==> images/registers.png <==
Other sequential cells in the stronger grey, the rest of the logic in the fainter grey.
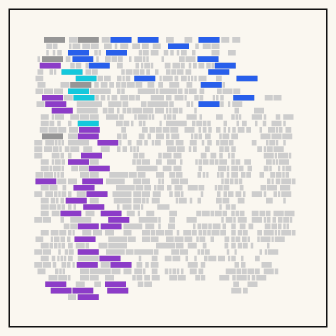
==> images/metal_stack.png <==
Two of the layers only.
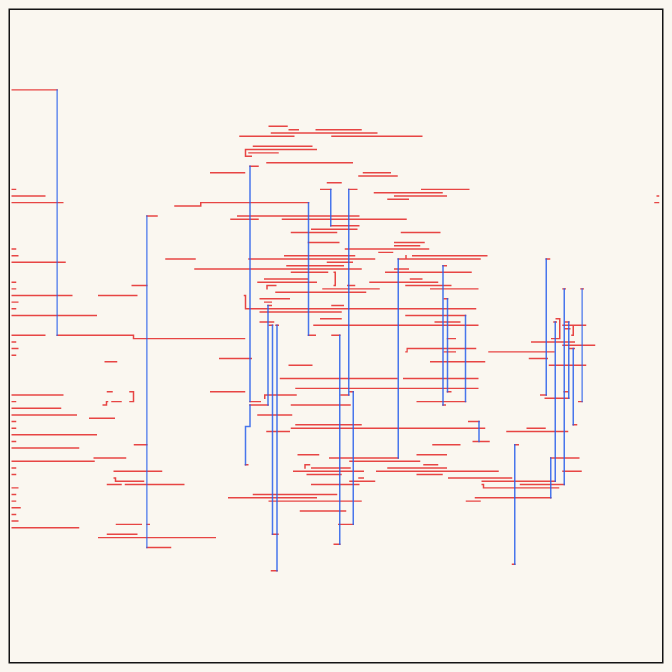
==> images/pins.png <==
Pins as bars across the die edge, other pins in grey.
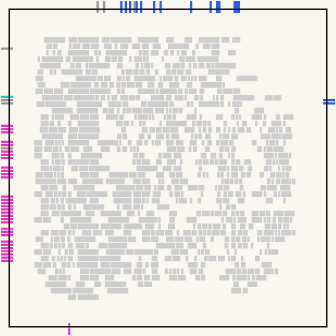
<file path="config.mk">
export PLATFORM = sky130hd
export DESIGN_NAME = int_to_fp_pipe
export DESIGN_NICKNAME = d
export VERILOG_FILES = /design/src/rtl/int_to_fp_pkg.sv /design/src/rtl/int_to_fp_pipe_lead_one_det.sv /design/src/rtl/int_to_fp_pipe.sv
export SDC_FILE = /design/constraint.sdc
export NUM_CORES = 1
export LEC_CHECK = 0
export CORE_MARGIN = 10
export CORE_UTILIZATION = 50
export CTS_CLUSTER_DIAMETER = 40
export DETAILED_ROUTE_END_ITERATION = 12
export PLACE_DENSITY = 0.75
export SYNTH_ARGS = -nofsm -noshare
export SYNTH_HDL_FRONTEND = slang
export SYNTH_HIERARCHICAL = 1
export SYNTH_SLANG_ARGS = --single-unit
</file>
<file path="constraint.sdc">
create_clock -name clk_i -period 12.81 [get_ports clk_i]
set_input_delay 1.9215 -clock clk_i [delete_from_list [all_inputs] [get_ports clk_i]]
set_output_delay 1.9215 -clock clk_i [all_outputs]
set_load 0.01 [all_outputs]
</file>
<file path="src/rtl/int_to_fp_pkg.sv">
// Shared constants for the integer to floating-point pipeline: default widths
// and the rounding-mode encodings.
package int_to_fp_pkg;

    localparam int unsigned IN_W_DEF  = 32;
    localparam int unsigned MAN_W_DEF = 11;
    localparam int unsigned EXP_W_DEF = 5;

    localparam logic RND_TRUNC = 1'b0;
    localparam logic RND_RNE   = 1'b1;

endpackage

</file>
<file path="src/rtl/int_to_fp_pipe_lead_one_det.sv">
// Combinational leading-one detector: index of the most significant set bit
// plus a flag for an all-zero input.
module lead_one_det
    import int_to_fp_pkg::*;
#(
    parameter int unsigned IN_W  = IN_W_DEF,
    parameter int unsigned MSO_W = $clog2(IN_W)
) (
    input  logic [IN_W-1:0]  data_i,
    output logic [MSO_W-1:0] mso_o,
    output logic             zero_o
);

    // Ascending scan: the last set bit seen wins, leaving the highest index.
    always_comb begin
        mso_o = '0;
        for (int i = 0; i < int'(IN_W); i++) begin
            if (data_i[i]) begin
                mso_o = MSO_W'(i);
            end
        end
    end

    assign zero_o = ~|data_i;

endmodule

</file>
<file path="src/rtl/int_to_fp_pipe.sv">
// Two-stage valid/ready pipeline converting an unsigned integer into an
// {exponent offset, mantissa} pair with optional round-to-nearest-even.
module int_to_fp_pipe
    import int_to_fp_pkg::*;
#(
    parameter int unsigned IN_W  = IN_W_DEF,
    parameter int unsigned MAN_W = MAN_W_DEF,
    parameter int unsigned EXP_W = EXP_W_DEF
) (
    input  logic                   clk_i,
    input  logic                   rst_i,
    input  logic                   in_valid_i,
    output logic                   in_ready_o,
    input  logic [IN_W-1:0]        in_data_i,
    input  logic                   in_rnd_i,
    output logic                   out_valid_o,
    input  logic                   out_ready_i,
    output logic [EXP_W+MAN_W-1:0] out_data_o,
    output logic                   out_sat_o
);

    localparam int unsigned MSO_W  = $clog2(IN_W);
    localparam int unsigned OUT_W  = EXP_W + MAN_W;
    localparam int unsigned MANX_W = MAN_W + 1;
    localparam int unsigned E_MIN  = MAN_W - 1;

    if (!(MAN_W < IN_W)) begin : g_bad_man_w
        $error("int_to_fp_pipe: MAN_W must be smaller than IN_W");
    end
    if (!((2 ** EXP_W) > (IN_W - MAN_W))) begin : g_bad_exp_w
        $error("int_to_fp_pipe: EXP_W too narrow for IN_W-MAN_W");
    end

    logic [MSO_W-1:0] det_mso;
    logic             det_zero;

    logic             v1_q, v1_d;
    logic [IN_W-1:0]  data1_q, data1_d;
    logic             rnd1_q, rnd1_d;
    logic [MSO_W-1:0] mso1_q, mso1_d;
    logic             zero1_q, zero1_d;

    logic             v2_q, v2_d;
    logic [OUT_W-1:0] out_q, out_d;
    logic             sat_q, sat_d;

    logic             s1_adv, s2_adv, accept;

    logic [MSO_W-1:0]  e_c, sh_c;
    logic [IN_W-1:0]   mask_c, half_c, rem_c;
    logic [MAN_W-1:0]  man_c, man_res_c;
    logic [MANX_W-1:0] man_inc_c;
    logic [EXP_W-1:0]  exp_c;
    logic              round_up_c, sat_c;

    lead_one_det #(
        .IN_W  (IN_W),
        .MSO_W (MSO_W)
    ) u_lod (
        .data_i (in_data_i),
        .mso_o  (det_mso),
        .zero_o (det_zero)
    );

    assign s2_adv     = !v2_q || out_ready_i;
    assign s1_adv     = !v1_q || s2_adv;
    assign in_ready_o = !rst_i && s1_adv;
    assign accept     = in_valid_i && in_ready_o;

    // Stage 2 datapath: align, round, and handle mantissa overflow / saturation.
    always_comb begin
        e_c        = (zero1_q || (mso1_q < MSO_W'(E_MIN))) ? MSO_W'(E_MIN) : mso1_q;
        sh_c       = e_c - MSO_W'(E_MIN);
        man_c      = MAN_W'(data1_q >> sh_c);
        mask_c     = (IN_W'(1) << sh_c) - IN_W'(1);
        rem_c      = data1_q & mask_c;
        half_c     = (sh_c == '0) ? '0 : (IN_W'(1) << (sh_c - MSO_W'(1)));
        round_up_c = (rnd1_q == RND_RNE) && (sh_c != '0) &&
                     ((rem_c > half_c) || ((rem_c == half_c) && man_c[0]));
        man_inc_c  = {1'b0, man_c} + MANX_W'(1);
        exp_c      = EXP_W'(sh_c);
        man_res_c  = man_c;
        sat_c      = 1'b0;
        if (round_up_c) begin
            if (!man_inc_c[MAN_W]) begin
                man_res_c = man_inc_c[MAN_W-1:0];
            end else if (e_c == MSO_W'(IN_W - 1)) begin
                exp_c     = EXP_W'(IN_W - MAN_W);
                man_res_c = '1;
                sat_c     = 1'b1;
            end else begin
                exp_c     = EXP_W'(sh_c) + EXP_W'(1);
                man_res_c = MAN_W'(1) << (MAN_W - 1);
            end
        end
    end

    always_comb begin
        v1_d    = v1_q;
        data1_d = data1_q;
        rnd1_d  = rnd1_q;
        mso1_d  = mso1_q;
        zero1_d = zero1_q;
        v2_d    = v2_q;
        out_d   = out_q;
        sat_d   = sat_q;
        if (s1_adv) begin
            v1_d = accept;
            if (accept) begin
                data1_d = in_data_i;
                rnd1_d  = in_rnd_i;
                mso1_d  = det_mso;
                zero1_d = det_zero;
            end
        end
        if (s2_adv) begin
            v2_d = v1_q;
            if (v1_q) begin
                out_d = {exp_c, man_res_c};
                sat_d = sat_c;
            end
        end
    end

    always_ff @(posedge clk_i or posedge rst_i) begin
        if (rst_i) begin
            v1_q    <= 1'b0;
            data1_q <= '0;
            rnd1_q  <= RND_TRUNC;
            mso1_q  <= '0;
            zero1_q <= 1'b0;
            v2_q    <= 1'b0;
            out_q   <= '0;
            sat_q   <= 1'b0;
        end else begin
            v1_q    <= v1_d;
            data1_q <= data1_d;
            rnd1_q  <= rnd1_d;
            mso1_q  <= mso1_d;
            zero1_q <= zero1_d;
            v2_q    <= v2_d;
            out_q   <= out_d;
            sat_q   <= sat_d;
        end
    end

    assign out_valid_o = v2_q;
    assign out_data_o  = out_q;
    assign out_sat_o   = sat_q;

endmodule

</file>
==> results.sh <==
# implementation run metrics
export IMPL_post_cts_resized=0
export IMPL_dp_cells=952
export IMPL_setup_viol=0
export IMPL_ys_sh_xor_pct=1.49
export IMPL_route_detailed_drc=0
export IMPL_first_global_vias=6224
export IMPL_nets=870
export IMPL_wl_met3_um=1660
export IMPL_via_per_inst=6.60
export IMPL_max_stage_delay_ns=0.88
export IMPL_antenna_found_initial=0
export IMPL_io_pins=56
export IMPL_hold_buffers=0
export IMPL_placed_area_um2=7060
export IMPL_via_count=6386
export IMPL_m1WireLength_um=9100
export IMPL_cts_tree="done"
export IMPL_worstSetupEndpointType="flip-flop"
export IMPL_clockBufferDepth=2
export IMPL_use_met2_pct=35.8
export IMPL_max_cap_violations=0
export IMPL_use_met3_pct=3.23
export IMPL_gr_total_overflow=0
export IMPL_drtIter0Drc=610
export IMPL_min_period_ns=8.25
export IMPL_powerDensity_nw_per_um2=152
export IMPL_yosys_area_top_type_share_pct=22.5
export IMPL_synthAdderAreaFrac_pct=8.13
export IMPL_synthSimpleGateAreaFrac_pct=23.0
export IMPL_fillers=1131
export IMPL_final_max_slew_viol_count=0
export IMPL_wl_per_cell_um=21.5
export IMPL_ys_top_logic_family="simple AND/OR/NAND/NOR gates"
export IMPL_layout_cells_non_filler=968
export IMPL_worstMarginPinSlew_ns=1.12
export IMPL_cts_sinks=58
export IMPL_ys_cells=760
export IMPL_cp_num_cells=25
export IMPL_syn_inst=760
export IMPL_syn_area_per_cell_um2=8.50
export IMPL_cts_buffers=9
export IMPL_timing_final_crit_share_pct=64.4
export IMPL_min_path_type="reg2reg"
export IMPL_inverters=20
export IMPL_pg_comb_mw=0.604
export IMPL_reg2reg_to="out_data_o[11]$_DFFE_PP0P_"
export IMPL_hold_slack_ns=0.483
export IMPL_coreArea_um2=12600
export IMPL_drive_above_1_share_pct=13.6
export IMPL_leakagePower_nw=2.90
export IMPL_setup_ws_ns=4.56
export IMPL_r2r_cells=25
export IMPL_common_cells="81 x nand2_1, 59 x nor2_1, 58 x dfrtp_1"
export IMPL_critical_path_buf_inv_count=2
export IMPL_clock_buffers=9
export IMPL_fin_skew_ns=0.0147
export IMPL_dp_hpwl_um=16100
export IMPL_synth_flops=58
export IMPL_hold_path_depth=2
export IMPL_clk_insertion_delay_late_ns=0.34
export IMPL_syn2layout_area_growth_pct=14.0
export IMPL_htreeDepth=3
export IMPL_antenna_diode_count=0
export IMPL_rows=41
export IMPL_cts_setup_buffers=0
export IMPL_netlist_area_um2=6460
export IMPL_regArea_um2=1450
export IMPL_die_width_um=134
export IMPL_die_area_um2=17900
export IMPL_ff_type="dfrtp_1"
export IMPL_p_seq_share_pct=24.1
export IMPL_ys_seq_share_pct=22.5
export IMPL_edf_count=0
export IMPL_post_route_util_pct=58.4
export IMPL_status="finished clean"
export IMPL_switchingPower_mw=0.487
export IMPL_hold_violations=0
export IMPL_sh_seq_area_pct=19.7
export IMPL_slew_headroom_pct=24.9
Notes on registers.png above:
[mso1_q] cyan | flops: 5 | where: north-west
[out_data_o] blue | flops: 16
[data1_q] purple | flops: 32
not coloured: 5

Notes on metal_stack.png above:
[met4] blue | wire length: 738 um
[met3] red | wire length: 1660 um

Notes on pins.png above:
[rst_i] cyan | pins: 1 | direction: input | edge: west
[in_data_i] magenta | pins: 32 | direction: input | edge: 31 west, 1 south
[out_data_o] blue | pins: 16 | direction: output | edge: 14 north, 2 east

